### config.mk
export PLATFORM = sky130hd
export DESIGN_NAME = riscv_alu_arbiter_flat
export DESIGN_NICKNAME = d
export VERILOG_FILES = /design/src/rtl/riscv_alu_pkg.sv /design/src/rtl/riscv_alu_arbiter_if.sv /design/src/rtl/rr_arbiter2.sv /design/src/rtl/riscv_alu_arbiter.sv /design/src/flat_wrapper.sv
export SDC_FILE = /design/constraint.sdc
export NUM_CORES = 1
export LEC_CHECK = 0
export ABC_AREA = 1
export CAP_MARGIN = 25
export CORE_MARGIN = 2
export CORE_UTILIZATION = 30
export DETAILED_ROUTE_END_ITERATION = 12
export PLACE_DENSITY = 0.67
export SLEW_MARGIN = 40
export SYNTH_ARGS = -nofsm -noshare
export SYNTH_HDL_FRONTEND = slang
export SYNTH_SLANG_ARGS = --single-unit
### constraint.sdc
create_clock -name clk -period 1.88 [get_ports clk]
set_input_delay 0.188 -clock clk [delete_from_list [all_inputs] [get_ports clk]]
set_output_delay 0.188 -clock clk [all_outputs]
set_load 0.005 [all_outputs]
### src/rtl/riscv_alu_pkg.sv
// Shared definitions for the ALU arbiter: op codes, FSM states, op decode.
package riscv_alu_pkg;

    localparam int WIDTH = 32;
    localparam int CTL_W = 4;

    localparam logic [CTL_W-1:0] ALU_AND = 4'd0;
    localparam logic [CTL_W-1:0] ALU_OR  = 4'd1;
    localparam logic [CTL_W-1:0] ALU_ADD = 4'd2;
    localparam logic [CTL_W-1:0] ALU_SUB = 4'd6;
    localparam logic [CTL_W-1:0] ALU_SLT = 4'd7;
    localparam logic [CTL_W-1:0] ALU_NOR = 4'd12;

    typedef enum logic [1:0] {
        IDLE = 2'd0,
        EXEC = 2'd1,
        RESP = 2'd2
    } state_t;

    function automatic logic is_supported_op(input logic [CTL_W-1:0] ctl);
        case (ctl)
            ALU_AND, ALU_OR, ALU_ADD, ALU_SUB, ALU_SLT, ALU_NOR: return 1'b1;
            default:                                            return 1'b0;
        endcase
    endfunction

endpackage

### src/rtl/riscv_alu_arbiter_if.sv
// Requester handshakes, shared response bus and ALU hookup for the arbiter.
interface riscv_alu_arbiter_if #(
    parameter int WIDTH = 32,
    parameter int CTL_W = 4
);
    logic             r0_req_valid;
    logic             r0_req_ready;
    logic [CTL_W-1:0] r0_ctl;
    logic [WIDTH-1:0] r0_a;
    logic [WIDTH-1:0] r0_b;
    logic             r0_rsp_valid;
    logic             r0_rsp_ready;

    logic             r1_req_valid;
    logic             r1_req_ready;
    logic [CTL_W-1:0] r1_ctl;
    logic [WIDTH-1:0] r1_a;
    logic [WIDTH-1:0] r1_b;
    logic             r1_rsp_valid;
    logic             r1_rsp_ready;

    logic [WIDTH-1:0] rsp_data;
    logic             rsp_zero;
    logic             rsp_err;

    logic [CTL_W-1:0] alu_ctl;
    logic [WIDTH-1:0] alu_a;
    logic [WIDTH-1:0] alu_b;
    logic [WIDTH-1:0] alu_out;

    logic             busy;

    // Arbiter side
    modport slave (
        input  r0_req_valid, r0_ctl, r0_a, r0_b, r0_rsp_ready,
        input  r1_req_valid, r1_ctl, r1_a, r1_b, r1_rsp_ready,
        input  alu_out,
        output r0_req_ready, r0_rsp_valid,
        output r1_req_ready, r1_rsp_valid,
        output rsp_data, rsp_zero, rsp_err,
        output alu_ctl, alu_a, alu_b,
        output busy
    );

    // Requester / ALU side
    modport master (
        output r0_req_valid, r0_ctl, r0_a, r0_b, r0_rsp_ready,
        output r1_req_valid, r1_ctl, r1_a, r1_b, r1_rsp_ready,
        output alu_out,
        input  r0_req_ready, r0_rsp_valid,
        input  r1_req_ready, r1_rsp_valid,
        input  rsp_data, rsp_zero, rsp_err,
        input  alu_ctl, alu_a, alu_b,
        input  busy
    );
endinterface

### src/rtl/rr_arbiter2.sv
// Two-way round-robin grant; the pointer remembers who was served last.
module rr_arbiter2 (
    input  logic       clk,
    input  logic       reset,
    input  logic [1:0] valid,
    input  logic       update,
    output logic [1:0] grant
);
    logic last_grant_q;
    logic last_grant_d;

    // Lone requester wins; on contention the one not served last wins.
    always_comb begin
        grant        = 2'b00;
        last_grant_d = last_grant_q;
        case (valid)
            2'b01:   grant = 2'b01;
            2'b10:   grant = 2'b10;
            2'b11:   grant = last_grant_q ? 2'b01 : 2'b10;
            default: grant = 2'b00;
        endcase
        if (update) begin
            last_grant_d = grant[1];
        end
    end

    // Pointer starts at 1 so requester 0 wins the first contention.
    always_ff @(posedge clk) begin
        if (reset) begin
            last_grant_q <= 1'b1;
        end else begin
            last_grant_q <= last_grant_d;
        end
    end
endmodule

### src/rtl/riscv_alu_arbiter.sv
// Shares one combinational ALU between the datapath (r0) and the
// branch/address unit (r1). One operation in flight at a time; the
// registered response is held until its owner takes it.
module riscv_alu_arbiter
    import riscv_alu_pkg::*;
#(
    parameter int WIDTH = riscv_alu_pkg::WIDTH,
    parameter int CTL_W = riscv_alu_pkg::CTL_W
) (
    input  logic                 clk,
    input  logic                 reset,
    riscv_alu_arbiter_if.slave   bus
);
    state_t           state_q, state_d;
    logic             owner_q, owner_d;
    logic [CTL_W-1:0] ctl_q, ctl_d;
    logic [WIDTH-1:0] a_q, a_d;
    logic [WIDTH-1:0] b_q, b_d;
    logic [WIDTH-1:0] rsp_data_q, rsp_data_d;
    logic             rsp_zero_q, rsp_zero_d;
    logic             rsp_err_q, rsp_err_d;

    logic [1:0]       req_valid;
    logic [1:0]       grant;
    logic [1:0]       req_ready;
    logic [1:0]       rsp_valid;
    logic             accept;
    logic [WIDTH-1:0] result;

    assign req_valid = {bus.r1_req_valid, bus.r0_req_valid};

    rr_arbiter2 u_arb (
        .clk    (clk),
        .reset  (reset),
        .valid  (req_valid),
        .update (accept),
        .grant  (grant)
    );

    // Next state, operand capture and response capture.
    always_comb begin
        state_d    = state_q;
        owner_d    = owner_q;
        ctl_d      = ctl_q;
        a_d        = a_q;
        b_d        = b_q;
        rsp_data_d = rsp_data_q;
        rsp_zero_d = rsp_zero_q;
        rsp_err_d  = rsp_err_q;
        req_ready  = 2'b00;
        rsp_valid  = 2'b00;
        accept     = 1'b0;
        result     = '0;

        case (state_q)
            IDLE: begin
                // Ready is held low while reset is asserted.
                if (!reset) begin
                    req_ready = grant;
                    accept    = (grant != 2'b00);
                end
                if (accept) begin
                    owner_d = grant[1];
                    ctl_d   = grant[1] ? bus.r1_ctl : bus.r0_ctl;
                    a_d     = grant[1] ? bus.r1_a   : bus.r0_a;
                    b_d     = grant[1] ? bus.r1_b   : bus.r0_b;
                    state_d = EXEC;
                end
            end
            EXEC: begin
                // Unsupported codes ignore whatever the ALU produces.
                if (is_supported_op(ctl_q)) begin
                    result    = bus.alu_out;
                    rsp_err_d = 1'b0;
                end else begin
                    result    = '0;
                    rsp_err_d = 1'b1;
                end
                rsp_data_d = result;
                rsp_zero_d = (result == '0);
                state_d    = RESP;
            end
            RESP: begin
                rsp_valid[owner_q] = 1'b1;
                if (owner_q ? bus.r1_rsp_ready : bus.r0_rsp_ready) begin
                    state_d = IDLE;
                end
            end
            default: state_d = IDLE;
        endcase
    end

    // State and datapath registers, all cleared by reset.
    always_ff @(posedge clk) begin
        if (reset) begin
            state_q    <= IDLE;
            owner_q    <= 1'b0;
            ctl_q      <= '0;
            a_q        <= '0;
            b_q        <= '0;
            rsp_data_q <= '0;
            rsp_zero_q <= 1'b0;
            rsp_err_q  <= 1'b0;
        end else begin
            state_q    <= state_d;
            owner_q    <= owner_d;
            ctl_q      <= ctl_d;
            a_q        <= a_d;
            b_q        <= b_d;
            rsp_data_q <= rsp_data_d;
            rsp_zero_q <= rsp_zero_d;
            rsp_err_q  <= rsp_err_d;
        end
    end

    // ALU inputs always come from the latched request so its output is stable.
    assign bus.alu_ctl      = ctl_q;
    assign bus.alu_a        = a_q;
    assign bus.alu_b        = b_q;

    assign bus.r0_req_ready = req_ready[0];
    assign bus.r1_req_ready = req_ready[1];
    assign bus.r0_rsp_valid = rsp_valid[0];
    assign bus.r1_rsp_valid = rsp_valid[1];
    assign bus.rsp_data     = rsp_data_q;
    assign bus.rsp_zero     = rsp_zero_q;
    assign bus.rsp_err      = rsp_err_q;
    assign bus.busy         = (state_q != IDLE);

endmodule

### src/flat_wrapper.sv
// flat-port wrapper written by rule: the top's interface ports become plain ports
module riscv_alu_arbiter_flat import riscv_alu_pkg::*;
#(
    parameter int WIDTH = riscv_alu_pkg::WIDTH,
    parameter int CTL_W = riscv_alu_pkg::CTL_W
)
  (clk, reset, bus_r0_req_valid, bus_r0_ctl, bus_r0_a, bus_r0_b, bus_r0_rsp_ready, bus_r1_req_valid, bus_r1_ctl, bus_r1_a, bus_r1_b, bus_r1_rsp_ready, bus_alu_out, bus_r0_req_ready, bus_r0_rsp_valid, bus_r1_req_ready, bus_r1_rsp_valid, bus_rsp_data, bus_rsp_zero, bus_rsp_err, bus_alu_ctl, bus_alu_a, bus_alu_b, bus_busy);
  riscv_alu_arbiter_if #(.WIDTH(WIDTH), .CTL_W(CTL_W)) bus_i ();
  input  logic clk;
  input  logic reset;
  input wire logic [$bits(bus_i.r0_req_valid)-1:0] bus_r0_req_valid;
  input wire logic [$bits(bus_i.r0_ctl)-1:0] bus_r0_ctl;
  input wire logic [$bits(bus_i.r0_a)-1:0] bus_r0_a;
  input wire logic [$bits(bus_i.r0_b)-1:0] bus_r0_b;
  input wire logic [$bits(bus_i.r0_rsp_ready)-1:0] bus_r0_rsp_ready;
  input wire logic [$bits(bus_i.r1_req_valid)-1:0] bus_r1_req_valid;
  input wire logic [$bits(bus_i.r1_ctl)-1:0] bus_r1_ctl;
  input wire logic [$bits(bus_i.r1_a)-1:0] bus_r1_a;
  input wire logic [$bits(bus_i.r1_b)-1:0] bus_r1_b;
  input wire logic [$bits(bus_i.r1_rsp_ready)-1:0] bus_r1_rsp_ready;
  input wire logic [$bits(bus_i.alu_out)-1:0] bus_alu_out;
  output wire logic [$bits(bus_i.r0_req_ready)-1:0] bus_r0_req_ready;
  output wire logic [$bits(bus_i.r0_rsp_valid)-1:0] bus_r0_rsp_valid;
  output wire logic [$bits(bus_i.r1_req_ready)-1:0] bus_r1_req_ready;
  output wire logic [$bits(bus_i.r1_rsp_valid)-1:0] bus_r1_rsp_valid;
  output wire logic [$bits(bus_i.rsp_data)-1:0] bus_rsp_data;
  output wire logic [$bits(bus_i.rsp_zero)-1:0] bus_rsp_zero;
  output wire logic [$bits(bus_i.rsp_err)-1:0] bus_rsp_err;
  output wire logic [$bits(bus_i.alu_ctl)-1:0] bus_alu_ctl;
  output wire logic [$bits(bus_i.alu_a)-1:0] bus_alu_a;
  output wire logic [$bits(bus_i.alu_b)-1:0] bus_alu_b;
  output wire logic [$bits(bus_i.busy)-1:0] bus_busy;
  assign bus_i.r0_req_valid = bus_r0_req_valid;
  assign bus_i.r0_ctl = bus_r0_ctl;
  assign bus_i.r0_a = bus_r0_a;
  assign bus_i.r0_b = bus_r0_b;
  assign bus_i.r0_rsp_ready = bus_r0_rsp_ready;
  assign bus_i.r1_req_valid = bus_r1_req_valid;
  assign bus_i.r1_ctl = bus_r1_ctl;
  assign bus_i.r1_a = bus_r1_a;
  assign bus_i.r1_b = bus_r1_b;
  assign bus_i.r1_rsp_ready = bus_r1_rsp_ready;
  assign bus_i.alu_out = bus_alu_out;
  assign bus_r0_req_ready = bus_i.r0_req_ready;
  assign bus_r0_rsp_valid = bus_i.r0_rsp_valid;
  assign bus_r1_req_ready = bus_i.r1_req_ready;
  assign bus_r1_rsp_valid = bus_i.r1_rsp_valid;
  assign bus_rsp_data = bus_i.rsp_data;
  assign bus_rsp_zero = bus_i.rsp_zero;
  assign bus_rsp_err = bus_i.rsp_err;
  assign bus_alu_ctl = bus_i.alu_ctl;
  assign bus_alu_a = bus_i.alu_a;
  assign bus_alu_b = bus_i.alu_b;
  assign bus_busy = bus_i.busy;
  riscv_alu_arbiter #(.WIDTH(WIDTH), .CTL_W(CTL_W)) u_core (.clk(clk), .reset(reset), .bus(bus_i));
endmodule
==> run summary, run 1 <==
Status of the implementation.

- The number of global-route vias before repair is 4947, for reference.
- After synthesis the cells add up to 4580 um^2.
- The slowest stage of the critical path is the sky130_fd_sc_hd__clkdlybuf4s50_1 cell.
- The post-route fraction of the period consumed by the critical path is 92.3%, for reference.
- The post-placement cell count is about 1.1k, for reference.
- Sorting the synthesized cells by area gives the leading types as sky130_fd_sc_hd__dfxtp_1, sky130_fd_sc_hd__o21ai_0, sky130_fd_sc_hd__nand2_1.
- The flow ran to the end, and the final reports show no timing, DRC or antenna violations.
- The measured slew at the worst slew-check pin is 420 ps, for reference.
- The maximum achievable frequency is 576 MHz, for reference.
- The total global routing overflow is 0, for reference.
- The pin count of the biggest net entering global routing is 69, for reference.
- The worst slew margin relative to its limit is 72.0%, for reference.
- The final report gives the standard cell area, fillers excluded, as around 7900 um^2.
- The boundary pin count is between 200 and 300, for reference.
- In the layout the commonest cells are sky130_fd_sc_hd__clkdlybuf4s50_1, sky130_fd_sc_hd__dfxtp_1, sky130_fd_sc_hd__nand2_1.
- The insertion delay of the later-clocked pin in the worst-skew pair is between 300 and 400 ps, for reference.
- Setup repair after global routing left no endpoint under its margin.
- Per the post-CTS timing run, clock transition at the registers of the reported paths is 70 ps.
- The detailed router reports a met2 wire length of around 8000 um.
- The initial utilization of the core area, before any placement, comes to 30.4%.
- Synthesis produced 625 cells.
- The leakage power total is 3.16 nW, for reference.
- The clock buffer count from CTS is 9, for reference.
- Per the Yosys statistics, synthesis produced 625 cells.
-- run 1: sequential cells by signal, indices dropped and copies added (netlist names) --
register / cells
u_core.bus.rsp_zero: 1
u_core.u_arb.last_grant_q: 1
u_core.bus.alu_a: 32
u_core.state_q: 2
u_core.bus.rsp_err: 1
u_core.bus.alu_b: 32
u_core.bus.alu_ctl: 4
u_core.owner_q: 1
u_core.bus.rsp_data: 32
-- run 1: final cells by class --
type | instances | area, um^2
fill | 1459 | 7140
timing repair buffer | 298 | 3030
sequential | 106 | 2120
multi-input combinational | 432 | 2120
clock buffer | 12 | 256
tap | 188 | 235
inverter | 37 | 139
clock inverter | 4 | 50.0
-- run 1: worst min path at each step --
stage / start / end / slack [ps] / depth (start not counted)
finish: bus_alu_out[30] / u_core.bus.rsp_data[30]$_SDFFE_PP0N_ / 430 / 3
detailed placement: u_core.bus.alu_b[24]$_SDFFE_PP0P_ / u_core.bus.alu_b[24]$_SDFFE_PP0P_ / 460 / 2
global placement: u_core.u_arb.last_grant_q$_SDFFE_PP1P_ / u_core.u_arb.last_grant_q$_SDFFE_PP1P_ / 440 / 2
CTS: bus_alu_out[30] / u_core.bus.rsp_data[30]$_SDFFE_PP0N_ / 420 / 3
floorplan: bus_alu_out[0] / u_core.bus.rsp_data[0]$_SDFFE_PP0N_ / 330 / 2
global route: bus_r1_a[25] / u_core.bus.alu_a[25]$_SDFFE_PP0P_ / 440 / 3
-- run 1: stage by stage --
| step | TNS (ps) | setup WS [ps] | hold WS [ps] | utilization [%] |
|---|---|---|---|---|
| after floorplan | 0 | 510 | 329 | - |
| after global placement | 0 | 36.3 | 444 | 50.5 |
| after detailed placement | -2.47 | -2.47 | 462 | 50.5 |
| after CTS | 0 | 11.6 | 416 | 52.6 |
| after global routing | 0 | 8.00 | 441 | 52.7 |
| final | 0 | 145 | 432 | 52.7 |
-- run 1: report_power, final --
part / switching (mW) / internal, mW / total, mW
clock: 0.847 / 1.10 / 1.95
combinational: 0.838 / 1.14 / 1.98
sequential: 0.154 / 2.54 / 2.69
total: 1.84 / 4.79 / 6.62
-- run 1: layer usage --
metal / vias up / track usage, %
met5: - / 0
met4: 0 / 6.53
met3: 20 / 6.87
met2: 217 / 33.5
met1: 2363 / 25.2
li1: 2628 / -
-- run 1: kinds of logic (layout without fill, tap and decap cells) --
family          count (synthesis)  after routing  synth area share [%]
flops                         106            106                  46.3
buf+inv                        87            351                  7.81
compound gates                216            216                  26.1
simple gates                  216            216                  19.8
-- run 1: worst max-delay path, delay by kind of cell (launching register included) --
family	cells	cell delay (ps)
flip-flops	1	340
AND/OR/NAND/NOR	2	200
buffers and inverters	3	660
-- run 1: timing repair --
item                                    in CTS  in global routing
hold buffers                                 0                  0
setup buffers                                1                  0
pin swaps                                    1                  0
endpoints found under the setup margin       2                  1
resized                                      3                  3
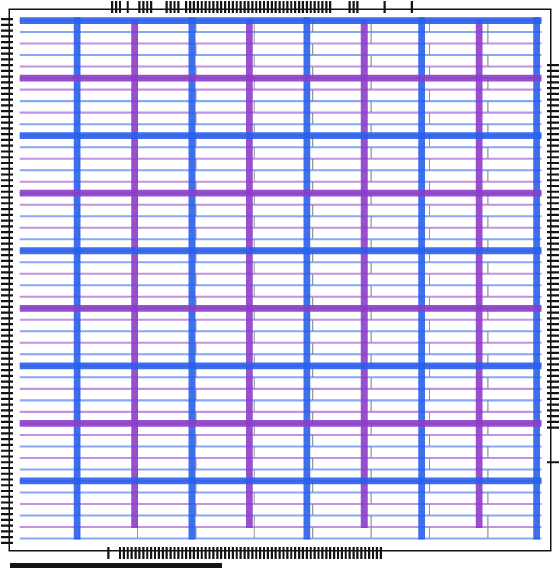
Figure 1: run 1, PDN straps and rails.
The bar under the picture is 50 um long. Pins as bars on the die edge. Tap cells in grey.
[VDD] purple
[VSS] blue
signal pins: 281
met1 rails: 46
met4 straps: 9
rows: 45
horizontal die size: 128 um
Vert. Die Dim: 128 um
placeable core area: 15100 um^2
Max rail drop VDD: 0.378 mV

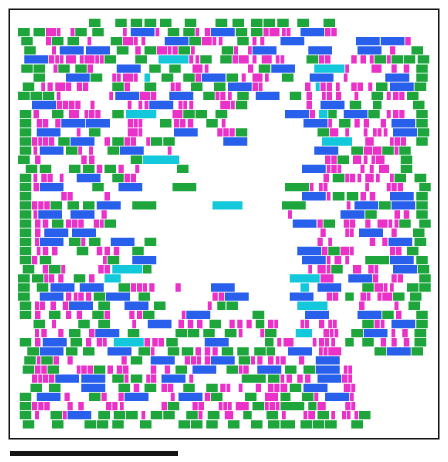
Figure 2: run 1, placed cells, one colour a class.
The bar under the picture is 50 um long.
[flops] blue | cells: 106 | share of their area: 28%
[other buffers and delay cells] green | cells: 298 | share of their area: 39%
[clock drivers and dummy loads] cyan | cells: 16 | share of their area: 4.0%
[all other logic] magenta | cells: 469 | share of their area: 29%
fraction of area in registers: 26.7%
fin util: 52.7%

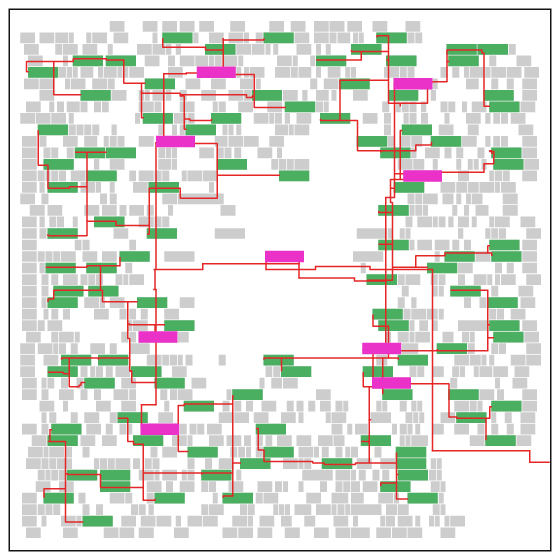
Figure 3: run 1, clock wires, drivers and flops.
[flip-flops] green | count: 106
[cells driving clock nets] magenta | count: 9
[clock wires] red | length: 1440 um
flops lie: all over the die

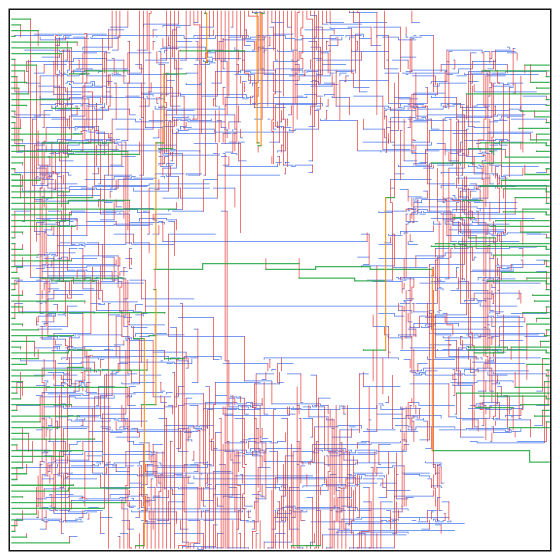
Figure 4: run 1, signal wires by layer.
[met1] blue | wire length: 6990 um
[met2] red | wire length: 8050 um
[met4] orange | wire length: 275 um
[met3] green | wire length: 1580 um

--- run 2 (diff from run 1) ---
--- a/config.mk
+++ b/config.mk
@@ -9,6 +9,7 @@
 export CAP_MARGIN = 25
 export CORE_MARGIN = 2
 export CORE_UTILIZATION = 30
+export CTS_CLUSTER_DIAMETER = 60
 export DETAILED_ROUTE_END_ITERATION = 12
 export PLACE_DENSITY = 0.67
 export SLEW_MARGIN = 40
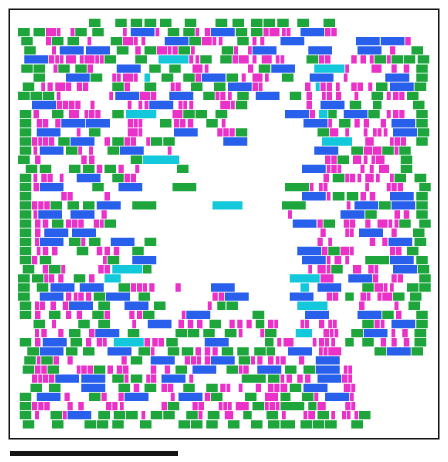
Figure 5: run 2, placed cells, one colour a class.
The bar under the picture is 50 um long.
[all other logic] magenta | cells: 469 | share of their area: 29%
[clock drivers and dummy loads] cyan | cells: 16 | share of their area: 4.0%
[other buffers and delay cells] green | cells: 298 | share of their area: 39%
[flops] blue | cells: 106 | share of their area: 28%
Core Rows: 45
Post-Layout Inst Area: 7950 um^2

==> run summary, run 2 <==
Status of the implementation.

- The measured slew at the worst slew-check pin is between 400 and 500 ps, for reference.
- The power report puts the leakage power at 3.16 nW.
- The number of buffers and inverters on the critical path is 3.
- The pin count of the biggest net entering global routing is 69, for reference.
- The worst slew margin relative to its limit is 72.0%, for reference.
- The number of distinct library cells after synthesis is 23, for reference.
- The main area contributors are sky130_fd_sc_hd__dfxtp_1, sky130_fd_sc_hd__o21ai_0, sky130_fd_sc_hd__nand2_1.
- Logged for this run, the post-placement worst setup slack is -2.47 ps.
- For this run, design rule violations remaining after detail routing come to 0.
- The number of global-route vias before repair is 4947.
- After clock tree synthesis, the flow added hold-fix buffers numbering 0.
- Ranking logic cells in the layout by count gives the top entries sky130_fd_sc_hd__clkdlybuf4s50_1, sky130_fd_sc_hd__dfxtp_1, sky130_fd_sc_hd__nand2_1.
- The run finished with clean final reports.
- The setup violation total in the final timing report is 0, for reference.
- Along the worst hold path, the cell count comes to 3.
- The post-synthesis instance area is 4580 um^2, for reference.
- The maximum vdd drop is around 0.38 mV, for reference.
- The insertion delay of the later-clocked pin in the worst-skew pair is between 300 and 400 ps, for reference.
- For this run, the share of the core covered by cells in the final layout is between 50% and 60%.
- For this design, Yosys synthesis ends with a cell count of ~630.
- The die is 128 um tall.
- For reference, the clock transition at the flip-flops on the worst setup and hold paths is 70 ps.
- Per the post-synthesis report, the number of cells in the design is around 630.
- After filler insertion, the fill cell instance count of the layout stands at 1459.
- The cell type group with the largest total delay on the critical path is buffers and inverters, for reference.
- The routed length per instance is 15.7 um, for reference.
- The clock buffer count from CTS is 9, for reference.
- The post-route minimum period is 1740 ps, for reference.
- The setup slack after layout is ~140 ps, for reference.
- The type recorded for the worst min-delay path is input port to register.
- STA puts the critical path data arrival time at 1550 ps.
- The slowest stage cell on the critical path is sky130_fd_sc_hd__clkdlybuf4s50_1, for reference.
- Global routing finished with a remaining overflow of 0.
- The boundary pin count is 281, for reference.
- The total routing usage reported by global routing is roughly 20%, for reference.
- The launch point of the worst min-delay path is recorded as bus_alu_out[30].
- Setup repair after global routing left no endpoint under its margin.
- STA puts the critical path data required time at 1690 ps.
- The width of the die is about 130 um, for reference.
- The share of the core filled by cells before placement is between 30% and 40%, for reference.
- The final timing summary puts the cycle share of the worst path at roughly 90%.
- The category of the worst setup path capture point is a primary output, for reference.
- The post-placement cell count is 1060, for reference.
- The tightest hold path in the finished design has a slack of approximately 430 ps.
- The capture endpoint of the worst hold path is u_core.bus.rsp_data[30]$_SDFFE_PP0N_, for reference.
- The flow reports an fmax of 576 MHz.
==> run 2: worst reg2reg max path, cell delays in order (launching register included) <==
cell,delay [ps]
sky130_fd_sc_hd__dfxtp_1,370
sky130_fd_sc_hd__inv_1,70
sky130_fd_sc_hd__nand2_1,60
sky130_fd_sc_hd__nand2_1,90
sky130_fd_sc_hd__nand2_4,130
sky130_fd_sc_hd__nand2_2,60
sky130_fd_sc_hd__inv_2,190
sky130_fd_sc_hd__buf_4,250
sky130_fd_sc_hd__o31ai_1,90
sky130_fd_sc_hd__nand2_1,70
sky130_fd_sc_hd__nor2_1,50
sky130_fd_sc_hd__nor2_1,80
sky130_fd_sc_hd__nor2_1,40
==> run 2: kinds of logic (layout without fill, tap and decap cells) <==
group,Yosys count,count (layout),share of synthesized area [%]
AOI/OAI and AO/OA,216,216,26.1
buffers and inverters,87,351,7.81
DFF,106,106,46.3
and+or+nand+nor,216,216,19.8
==> run 2: worst max path at each step <==
stage                                         startpoint                                endpoint  cells after the start
final                     u_core.state_q[1]$_SDFFE_PP0P_                        bus_r0_rsp_valid                      5
after global routing      u_core.state_q[1]$_SDFFE_PP0P_                        bus_r1_rsp_valid                      5
after CTS                 u_core.state_q[0]$_SDFFE_PP0P_                        bus_r1_req_ready                      6
after detailed placement                bus_r0_req_valid                        bus_r1_req_ready                      6
after global placement                  bus_r0_req_valid                        bus_r1_req_ready                      6
after floorplan           u_core.state_q[1]$_SDFFE_PP0P_  u_core.u_arb.last_grant_q$_SDFFE_PP1P_                     10
==> run 2: per-stage QoR <==
stage	instance area [um^2]	TNS, ps
3_3_place_gp	7620	0
5_1_grt	7950	0
3_5_place_dp	7620	-2.47
2_1_floorplan	4580	0
6_report	7950	0
4_1_cts	7940	0
==> run 2: final cells by class <==
| type | count | area (um^2) | area share (%) |
|---|---|---|---|
| well taps | 188 | 235 | 2.96 |
| flip-flops and latches | 106 | 2120 | 26.7 |
| inverters | 37 | 139 | 1.75 |
| multi-input cells | 432 | 2120 | 26.7 |
| clock buffers | 12 | 256 | 3.23 |
| repair buffers | 298 | 3030 | 38.1 |
| clock inverters | 4 | 50.0 | 0.630 |
==> run 2: power by group <==
part | leakage, nW | switching (mW) | internal, mW
clock | 0.145 | 0.847 | 1.10
sequential | 0.878 | 0.154 | 2.54
combinational | 2.13 | 0.838 | 1.14
==> run 2: timing repair <==
action,in CTS,in global routing
hold endpoints to repair,0,0
resized,3,3
pin swaps,1,0
setup buffers,1,0
endpoints found under the setup margin,2,1
==> run 2: routing by layer <==
metal / vias up / track usage, % / share of wire [%]
met2: 217 / 33.5 / 48
met3: 20 / 6.87 / 9.3
met5: - / 0 / 0
met4: 0 / 6.53 / 1.6
li1: 2628 / - / -
met1: 2363 / 25.2 / 41
Figure 6. Routing congestion (run 2).
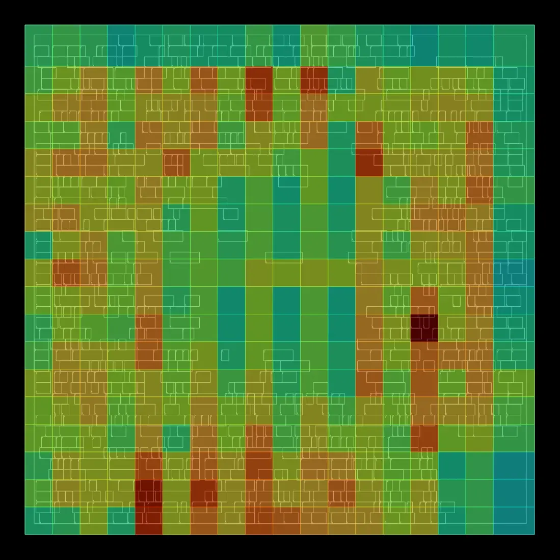

--- run 3 (diff from run 2) ---
--- a/config.mk
+++ b/config.mk
@@ -5,7 +5,6 @@
 export SDC_FILE = /design/constraint.sdc
 export NUM_CORES = 1
 export LEC_CHECK = 0
-export ABC_AREA = 1
 export CAP_MARGIN = 25
 export CORE_MARGIN = 2
 export CORE_UTILIZATION = 30
==> constraint.sdc (replaced) <==
create_clock -name clk -period 1.88 [get_ports clk]
set_input_delay 0.188 -clock clk [delete_from_list [all_inputs] [get_ports clk]]
set_output_delay 0.188 -clock clk [all_outputs]
set_load 0.1 [all_outputs]
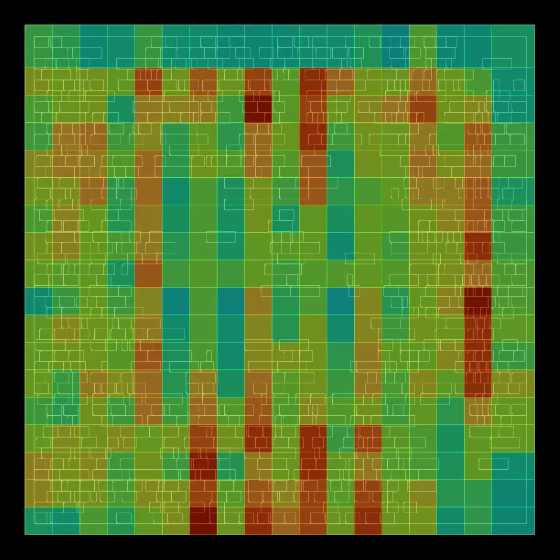
Figure 7: run 3, routing congestion.
Global Route met1 Usage: 18.3%
fin util: 51.2%
total global routing track utilization: 16.8%
GRT met3 Usage: 5.47%

==> run summary, run 3 <==
Status of the implementation.

- The flow ran to the end, and the final reports show no timing, DRC or antenna violations.
- The floorplan report gives the top-level pin count as 281.
- The post-placement cell area is ~7400 um^2.
- The placement-stage worst setup slack is -82.3 ps, for reference.
- Per the OpenROAD floorplan log, the height of the die is 128 um.
- The path type of the worst min-delay path is input port to register, for reference.
- The total core area is between 15000 and 20000 um^2, for reference.
- The synthesized netlist occupies a cell area of between 4000 and 5000 um^2.
- The number of fillers in the final layout is 1406, for reference.
- The launching instance or port of the critical path is bus_r1_req_valid, for reference.
- The number of distinct library cells after synthesis is 35, for reference.
- The clock buffer count from CTS is 9, for reference.
- Per the Yosys statistics, synthesis produced 491 cells.
- Per the skew report, the later register of the worst-skew pair sees a clock latency of 340 ps.
- Data on the critical path arrives at its endpoint at 1610 ps.
- On the final layout, the worst hold slack is 442 ps.
- Data on the critical path is required at its endpoint by 1690 ps.
- The number of global-route vias before repair is 4519, for reference.
- The cell type group with the largest total delay on the critical path is buffers and inverters, for reference.
- Per the post-run analysis, buffers plus inverters along the critical path come to 3.
- The number of standard-cell rows in the floorplan is ~45, for reference.
- The most common logic cells in the final layout are sky130_fd_sc_hd__clkdlybuf4s50_1, sky130_fd_sc_hd__buf_4, sky130_fd_sc_hd__dfxtp_1.
- The slew check shows that the tightest pin keeps a relative margin of roughly 72%.
- The setup violation total in the final timing report is 0, for reference.
- On the worst setup and hold paths after CTS, the clock-pin slew comes to 70 ps.
- The measured slew at the worst slew-check pin is approximately 410 ps, for reference.
- Global routing used a little over 30% of the available met2 tracks.
- Entering global routing, the biggest net connects about 55 pins.
- In the post-synthesis netlist, the biggest area contributors are sky130_fd_sc_hd__dfxtp_1, sky130_fd_sc_hd__mux2i_1, sky130_fd_sc_hd__a31o_1.
- Buffers inserted to repair hold after CTS numbered 0.
- The slowest stage cell on the critical path is sky130_fd_sc_hd__clkdlybuf4s50_1, for reference.
==> run 3: cell types whose count changed after synthesis, sizes merged, moves of 13 or more <==
cell and change:
mux2i +69, nand3 -19, nand2 -63, inv -35, o21ai -132, clkbuf -13, a22o -18, a21oi -18
a31o +69
==> run 3: path summary, 6_finish.rpt <==
check,slack [ps],end,depth (start not counted)
max reg2reg,330,u_core.bus.alu_a[10]$_SDFFE_PP0P_,5
min,440,u_core.bus.rsp_data[13]$_SDFFE_PP0N_,3
min reg2reg,450,u_core.bus.rsp_data[14]$_SDFFE_PP0N_,2
max,80,bus_r1_req_ready,5
==> run 3: logic make-up (layout without fill, tap and decap cells) <==
group	Yosys count	in the layout	share of synthesized area (%)
simple gates	159	159	15.3
xor+xnor	1	1	0.190
flops	106	106	46.0
buf+inv	47	313	5.47
mux	69	69	15.0
compound gates	109	109	18.1
==> run 3: where the power goes <==
part           leakage [nW]  switching, mW  internal, mW
combinational          2.14           2.29         0.968
sequential            0.873          0.143          2.48
clock                 0.145          0.827          1.16
total                  3.15           3.25          4.61
==> run 3: layer usage <==
layer	wire (um)	part of all wire, %	up-vias
li1	-	-	2281
met1	5680	39	2126
met2	7320	50	188
met3	1280	8.8	19
met4	269	1.8	0
met5	0	0	-
==> run 3: final cells by class <==
type	instances	area, um^2	area share [%]
inverters	2	7.51	0.0968
clock inverters	5	80.1	1.03
clock buffers	10	229	2.95
well taps	188	235	3.03
multi-input cells	338	2260	29.2
repair buffers	296	2810	36.2
flip-flops and latches	106	2130	27.4
==> run 3: worst min-delay path: cells and delay by family <==
| family | cells | cell delay (ps) |
|---|---|---|
| simple gates | 1 | 70 |
| buf+inv | 1 | 420 |
| compound gates | 1 | 60 |
==> run 3: stage by stage <==
step | cells | TNS [ps]
after global placement | 928 | -622
after global routing | 945 | 0
final | 945 | 0
after detailed placement | 928 | -1290
after floorplan | 491 | 0
after CTS | 943 | 0
==> run 3: what timing repair did <==
action                                  4_1_cts  5_1_grt
gates resized                                 0        0
endpoints found under the setup margin        0        1
setup buffers                                 0        1
Power is estimated from default activity; no workload was simulated.
